**config.mk**
```make
export PLATFORM = sky130hd
export DESIGN_NAME = iic_trans_seq
export DESIGN_NICKNAME = d
export VERILOG_FILES = /design/src/rtl/iic_trans_seq.sv
export SDC_FILE = /design/constraint.sdc
export NUM_CORES = 1
export LEC_CHECK = 0
export CAP_MARGIN = 20
export CORE_MARGIN = 2
export CORE_UTILIZATION = 49
export CTS_BUF_LIST = sky130_fd_sc_hd__clkbuf_4 sky130_fd_sc_hd__clkbuf_8 sky130_fd_sc_hd__clkbuf_16
export CTS_CLUSTER_DIAMETER = 120
export DETAILED_ROUTE_END_ITERATION = 7
export PLACE_DENSITY_LB_ADDON = 0.08
export SYNTH_ARGS = -nofsm -noshare
export SYNTH_HDL_FRONTEND = slang
export SYNTH_SLANG_ARGS = --single-unit
```
**constraint.sdc**
```tcl
create_clock -name clk -period 6.5 [get_ports clk]
set_input_delay 1.95 -clock clk [delete_from_list [all_inputs] [get_ports clk]]
set_output_delay 1.95 -clock clk [all_outputs]
set_load 0.005 [all_outputs]
```
**src/rtl/iic_trans_seq.sv**
```systemverilog
// Sequences one I2C transaction (register write, or register-pointer write then repeated-start read) as byte ops to a bus engine.
// Latency: one op per phy_done. done pulses in the cycle after the STOP op completes, with the return to IDLE.
// Backpressure: cmd_ready is high only in IDLE. Each op is held on phy_req until the engine returns phy_done.
module iic_trans_seq #(
    parameter int REG_BYTES = 1,
    parameter int LEN_W     = 4
) (
    input  logic                   clk,
    input  logic                   rstn,
    input  logic                   cmd_valid,
    output logic                   cmd_ready,
    input  logic                   cmd_rw,
    input  logic [6:0]             cmd_chip,
    input  logic [8*REG_BYTES-1:0] cmd_reg,
    input  logic [LEN_W-1:0]       cmd_len,
    input  logic [7:0]             wr_data,
    output logic                   wr_ready,
    output logic [7:0]             rd_data,
    output logic                   rd_valid,
    output logic                   busy,
    output logic                   done,
    output logic                   err_nack,
    output logic                   phy_req,
    output logic [2:0]             phy_op,
    output logic [7:0]             phy_wdata,
    input  logic                   phy_done,
    input  logic                   phy_ack_in,
    input  logic [7:0]             phy_rdata
);
    // Counter must hold both the register-byte index and the full data length without wrapping.
    localparam int CNT_W = (LEN_W > 2) ? LEN_W : 2;
    localparam logic [CNT_W-1:0] REG_LAST = CNT_W'(REG_BYTES - 1);

    localparam logic [2:0] OP_NONE   = 3'b000;
    localparam logic [2:0] OP_START  = 3'b001;
    localparam logic [2:0] OP_STOP   = 3'b010;
    localparam logic [2:0] OP_WRITE  = 3'b011;
    localparam logic [2:0] OP_RD_ACK = 3'b100;
    localparam logic [2:0] OP_RD_NAK = 3'b101;

    typedef enum logic [3:0] {
        S_IDLE, S_START, S_CHIP_W, S_REG, S_RSTART, S_CHIP_R, S_DATA_W, S_DATA_R, S_STOP
    } state_t;

    state_t                   state_q;
    logic                     rw_q;
    logic [6:0]               chip_q;
    logic [8*REG_BYTES-1:0]   reg_q;
    logic [LEN_W-1:0]         len_q;
    logic [CNT_W-1:0]         byte_cnt_q;
    logic                     err_q;
    logic                     done_q;
    logic                     wr_ready_q;
    logic                     rd_valid_q;
    logic [7:0]               rd_data_q;
    logic [7:0]               reg_byte;
    logic                     last_data;
    logic                     nack_hit;

    assign cmd_ready = (state_q == S_IDLE);
    assign busy      = (state_q != S_IDLE);
    assign phy_req   = (state_q != S_IDLE) & ~phy_done;
    assign done      = done_q;
    assign err_nack  = err_q;
    assign wr_ready  = wr_ready_q;
    assign rd_valid  = rd_valid_q;
    assign rd_data   = rd_data_q;
    assign last_data = (byte_cnt_q == CNT_W'(len_q));
    // Only ops that put a byte on the bus carry a meaningful slave ACK.
    assign nack_hit  = phy_ack_in & ((state_q == S_CHIP_W) | (state_q == S_REG) |
                                     (state_q == S_CHIP_R) | (state_q == S_DATA_W));

    // Pick the register-address byte for this step, most significant byte first.
    always_comb begin
        reg_byte = 8'h00;
        for (int i = 0; i < REG_BYTES; i++) begin
            if (byte_cnt_q == CNT_W'(REG_BYTES - 1 - i)) begin
                reg_byte = reg_q[8*i +: 8];
            end
        end
    end

    // Map the current state onto the bus-engine op and its write byte.
    always_comb begin
        phy_op    = OP_NONE;
        phy_wdata = 8'h00;
        case (state_q)
            S_START, S_RSTART: phy_op = OP_START;
            S_CHIP_W: begin phy_op = OP_WRITE; phy_wdata = {chip_q, 1'b0}; end
            S_REG:    begin phy_op = OP_WRITE; phy_wdata = reg_byte;       end
            S_CHIP_R: begin phy_op = OP_WRITE; phy_wdata = {chip_q, 1'b1}; end
            S_DATA_W: begin phy_op = OP_WRITE; phy_wdata = wr_data;        end
            S_DATA_R: phy_op = last_data ? OP_RD_NAK : OP_RD_ACK;
            S_STOP:   phy_op = OP_STOP;
            default:  phy_op = OP_NONE;
        endcase
    end

    // Transaction FSM: capture the command, step one op per phy_done, abort to STOP on NACK.
    always_ff @(posedge clk) begin
        if (!rstn) begin
            state_q    <= S_IDLE;
            rw_q       <= 1'b0;
            chip_q     <= '0;
            reg_q      <= '0;
            len_q      <= '0;
            byte_cnt_q <= '0;
            err_q      <= 1'b0;
            done_q     <= 1'b0;
            wr_ready_q <= 1'b0;
            rd_valid_q <= 1'b0;
            rd_data_q  <= 8'h00;
        end else begin
            done_q     <= 1'b0;
            wr_ready_q <= 1'b0;
            rd_valid_q <= 1'b0;
            if (state_q == S_IDLE) begin
                if (cmd_valid) begin
                    rw_q    <= cmd_rw;
                    chip_q  <= cmd_chip;
                    reg_q   <= cmd_reg;
                    len_q   <= cmd_len;
                    err_q   <= 1'b0;
                    state_q <= S_START;
                end
            end else if (phy_done) begin
                // A NACKed data byte still consumed the upstream byte.
                if (state_q == S_DATA_W) begin
                    wr_ready_q <= 1'b1;
                end
                if (nack_hit) begin
                    err_q   <= 1'b1;
                    state_q <= S_STOP;
                end else begin
                    case (state_q)
                        S_START:  state_q <= S_CHIP_W;
                        S_CHIP_W: begin state_q <= S_REG; byte_cnt_q <= '0; end
                        S_REG: begin
                            if (byte_cnt_q == REG_LAST) begin
                                byte_cnt_q <= '0;
                                state_q    <= rw_q ? S_RSTART : S_DATA_W;
                            end else begin
                                byte_cnt_q <= byte_cnt_q + 1'b1;
                            end
                        end
                        S_RSTART: state_q <= S_CHIP_R;
                        S_CHIP_R: begin state_q <= S_DATA_R; byte_cnt_q <= '0; end
                        S_DATA_W: begin
                            if (last_data) state_q <= S_STOP;
                            else           byte_cnt_q <= byte_cnt_q + 1'b1;
                        end
                        S_DATA_R: begin
                            rd_data_q  <= phy_rdata;
                            rd_valid_q <= 1'b1;
                            if (last_data) state_q <= S_STOP;
                            else           byte_cnt_q <= byte_cnt_q + 1'b1;
                        end
                        S_STOP: begin
                            done_q  <= 1'b1;
                            state_q <= S_IDLE;
                        end
                        default: state_q <= S_IDLE;
                    endcase
                end
            end
        end
    end
endmodule

```
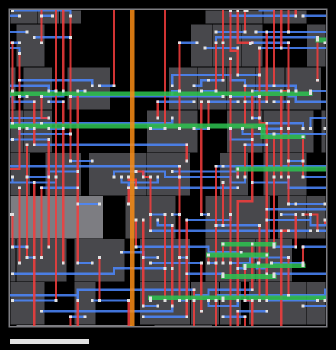
Fig. 1. Close-up of the layout.
Scale bar: 5 um. Region (24, 38) to (44, 58) um. Cells in grey, sequential cells in the stronger grey; small squares are vias.
Red is M2. Orange is M4. Green is M3. Blue is M1.
Netlist names of flops here include `byte_cnt_q` (1). 38 logic cells have their middle in the window. Most frequent: a21oi_1 (6), nand2b_1 (4). Sequential cells in the window: 1.

==> summary.txt <==
Implementation summary

TritonCTS built the clock tree. The setup clock skew after layout is around 0.0054 ns. The starting density of the core is roughly 51%. The final hold violation count recorded for this run is 0. The number of I/O pins is approximately 67. Per the GRT congestion report, total overflow comes to 0. The vertical extent of the die is slightly below 70 um.

The classification of the worst-slack hold path is flop to flop. Setup repair after global routing left no endpoint under its margin. The tool warning count is 27. Looking at the worst setup and hold paths, the clock pins of their registers show a slew of around 0.08 ns.

The proportion of register bits with asynchronous set or reset after synthesis is 0%. The stat command in Yosys gives a chip area of approximately 2100 um2. Once detail routing completed, the nets flagged for antenna violations numbered 0. The top achievable clock speed is ~0.19 GHz. The post-synthesis register bit count is around 40. STA classifies the critical path startpoint as a primary input. The post-cts hold-fix buffer tally is 0. Before any placement, the netlist area is recorded as between 2000 and 2500 um2. The number of global-route vias before repair is 1,841. Global routing consumed, over all layers together, 23.4% of the routing resources. Sorting the Yosys area breakdown by cell type puts at the top sky130_fd_sc_hd__dfxtp_1. The count of buffers added on input and output ports is between 60 and 70. In the synthesized netlist, the cells that appear most often are sky130_fd_sc_hd__nand2_1 (59), sky130_fd_sc_hd__dfxtp_1 (40), sky130_fd_sc_hd__a21boi_0 (28). The time the final worst path needs with I/O delays and setup is roughly 5.3 ns. The routed design shows a via density per instance of between 5 and 6. The end-of-flow timing check tallies setup violations at 0. The cell count of the worst hold path is 2. The floorplan die area is about 4700 um2. At the pin with the least slew margin, the transition time is 1.10 ns. The arrival time of the worst setup path is roughly 3.4 ns. For the worst reg-to-reg path, the startpoint reported by OpenROAD is state_q[1]$_SDFFE_PN0P_. The run finished with clean final reports.

The count of pins over their slew limit is 0. The first global-routing pass estimated 8.27 mm of wire. The count of mapped cells out of synthesis is between 200 and 300.

The path depth of the worst reg2reg path is 5. Per the run report, area growth between synthesis and finish was 37.5%. Summed over all failing endpoints, the final setup total negative slack is 0 ns.

For reference, the top cells by area after synthesis are sky130_fd_sc_hd__dfxtp_1 (39%), sky130_fd_sc_hd__nand2_1 (11%), sky130_fd_sc_hd__a21boi_0 (10%). In this run the tightest slew margin relative to its limit is around a quarter. The count of yosys warnings during synthesis is 0. In the post-route analysis, the smallest setup slack over all paths is around 1.2 ns. The proportion of layout cells with a drive suffix above 1 is about 4%.

The post-CTS setup repair buffer count is 0. The number of maximum-capacitance constraint violations is 0. The overall die width is approximately 69 um. The most popular library cell in the synthesized design by count is sky130_fd_sc_hd__nand2_1. The data required time of the worst path is about 4.6 ns.

The startpoint-to-endpoint class of the critical path is primary input to output pin. The number of synthesized flops with an enable pin is 0. The worst hold path startpoint is rd_data[2]$_SDFFE_PN0P_. The analysis reports a worst IR drop on VDD of between 0.15 and 0.2 mV. Averaged over all synthesized cells, the footprint is 7.94 um2. The number of cells upsized or downsized after cts is 0. The capture point of the worst reg-to-reg path is rd_data[1]$_SDFFE_PN0P_.

The number of placement rows is 23.
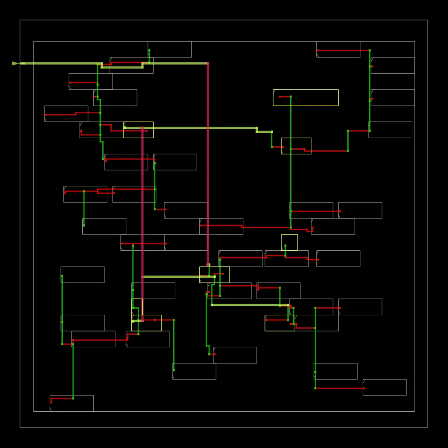
Fig. 2. Clock wiring as the flow saved it.
Clock group: 0.205 mW
cts bufs inserted: 5
clock latency of the later-clocked register in the worst-skew pair: 0.30 ns

kinds of logic (layout without fill, tap and decap cells):
family                     Yosys count  after routing  synth area share [%]
DFF                                 40             40                  38.8
adders and majority gates            2              2                  1.21
muxes                                3              3                  1.46
xor gates and xnor gates             4              4                  1.70
AOI/OAI and AO/OA                   68             68                  24.5
and+or+nand+nor                    111            111                  26.1
buffers and inverters               32             91                  6.19
power by group:
part	switching, mW	internal, mW	leakage [nW]
Combinational	0.142	0.148	0.701
Clock	0.0868	0.118	0.0586
Sequential	0.0433	0.278	0.326
Total	0.272	0.544	1.09
layout by cell type (no fill, tap or decap), drive strengths merged, types with 2 or more instances in the layout:
| cell type | netlist | final |
|---|---|---|
| clkdlybuf4s50 | 0 | 66 |
| nand2 | 59 | 59 |
| dfxtp | 40 | 40 |
| a21boi | 28 | 28 |
| inv | 16 | 16 |
| nand3 | 13 | 13 |
| nor2 | 10 | 10 |
| a21oi | 10 | 10 |
| nand2b | 8 | 8 |
| a222oi | 7 | 7 |
| o21ai | 6 | 6 |
| clkbuf | 15 | 6 |
| nor3 | 4 | 4 |
| xnor2 | 4 | 4 |
| nand3b | 3 | 3 |
| a41oi | 3 | 3 |
| mux2i | 3 | 3 |
| nor3b | 2 | 2 |
| a32o | 2 | 2 |
| and2 | 2 | 2 |
| o211ai | 2 | 2 |
| o211a | 2 | 2 |
| a21o | 2 | 2 |
| and3 | 2 | 2 |
| ha | 2 | 2 |
| nor2b | 2 | 2 |
area by class of cell:
cell class	instances	area [um2]	share of cell area (%)
flip-flops and latches	40	801	28.2
multi-input cells	188	1130	40.0
well taps	50	62.6	2.20
repair buffers	67	668	23.5
clock inverters	2	35.0	1.23
clock buffers	6	76.3	2.69
inverters	16	60.1	2.12
worst max-delay path: stages:
cell,delay [ns]
sky130_fd_sc_hd__clkdlybuf4s50_1,0.48
sky130_fd_sc_hd__nand3_1,0.09
sky130_fd_sc_hd__o21ai_0,0.14
sky130_fd_sc_hd__a32o_1,0.20
sky130_fd_sc_hd__clkdlybuf4s50_1,0.50
flip-flops by register name, indices dropped and copies added (netlist names):
register and cells:
rd_valid 1, done 1, rw_q 1, chip_q 7
rd_data 8, len_q 4, wr_ready 1, err_nack 1
reg_q 8, byte_cnt_q 4, state_q 4
routing by layer:
layer  part of all wire [%]  vias to the layer above  global-route usage (%)
li1                       -                     1021                       -
met1                     43                      929                    28.9
met2                     47                       78                    38.8
met3                    8.9                        5                    5.03
met4                    1.3                        0                    10.8
met5                      0                        -                       0
stage by stage:
| stage | hold WS (ns) | total power, mW | cell area (um2) | std cells | util, % |
|---|---|---|---|---|---|
| global placement | 0.450 | 0.611 | 2730 | 361 | 67.7 |
| floorplan | 0.440 | 0.500 | 2060 | 260 | - |
| global route | 0.489 | 0.871 | 2840 | 369 | 70.4 |
| finish | 0.463 | 0.816 | 2840 | 369 | 70.4 |
| detailed placement | 0.457 | 0.616 | 2730 | 361 | 67.7 |
| CTS | 0.469 | 0.822 | 2840 | 369 | 70.4 |
No activity file was given, so power comes from the tool's default toggle rates.
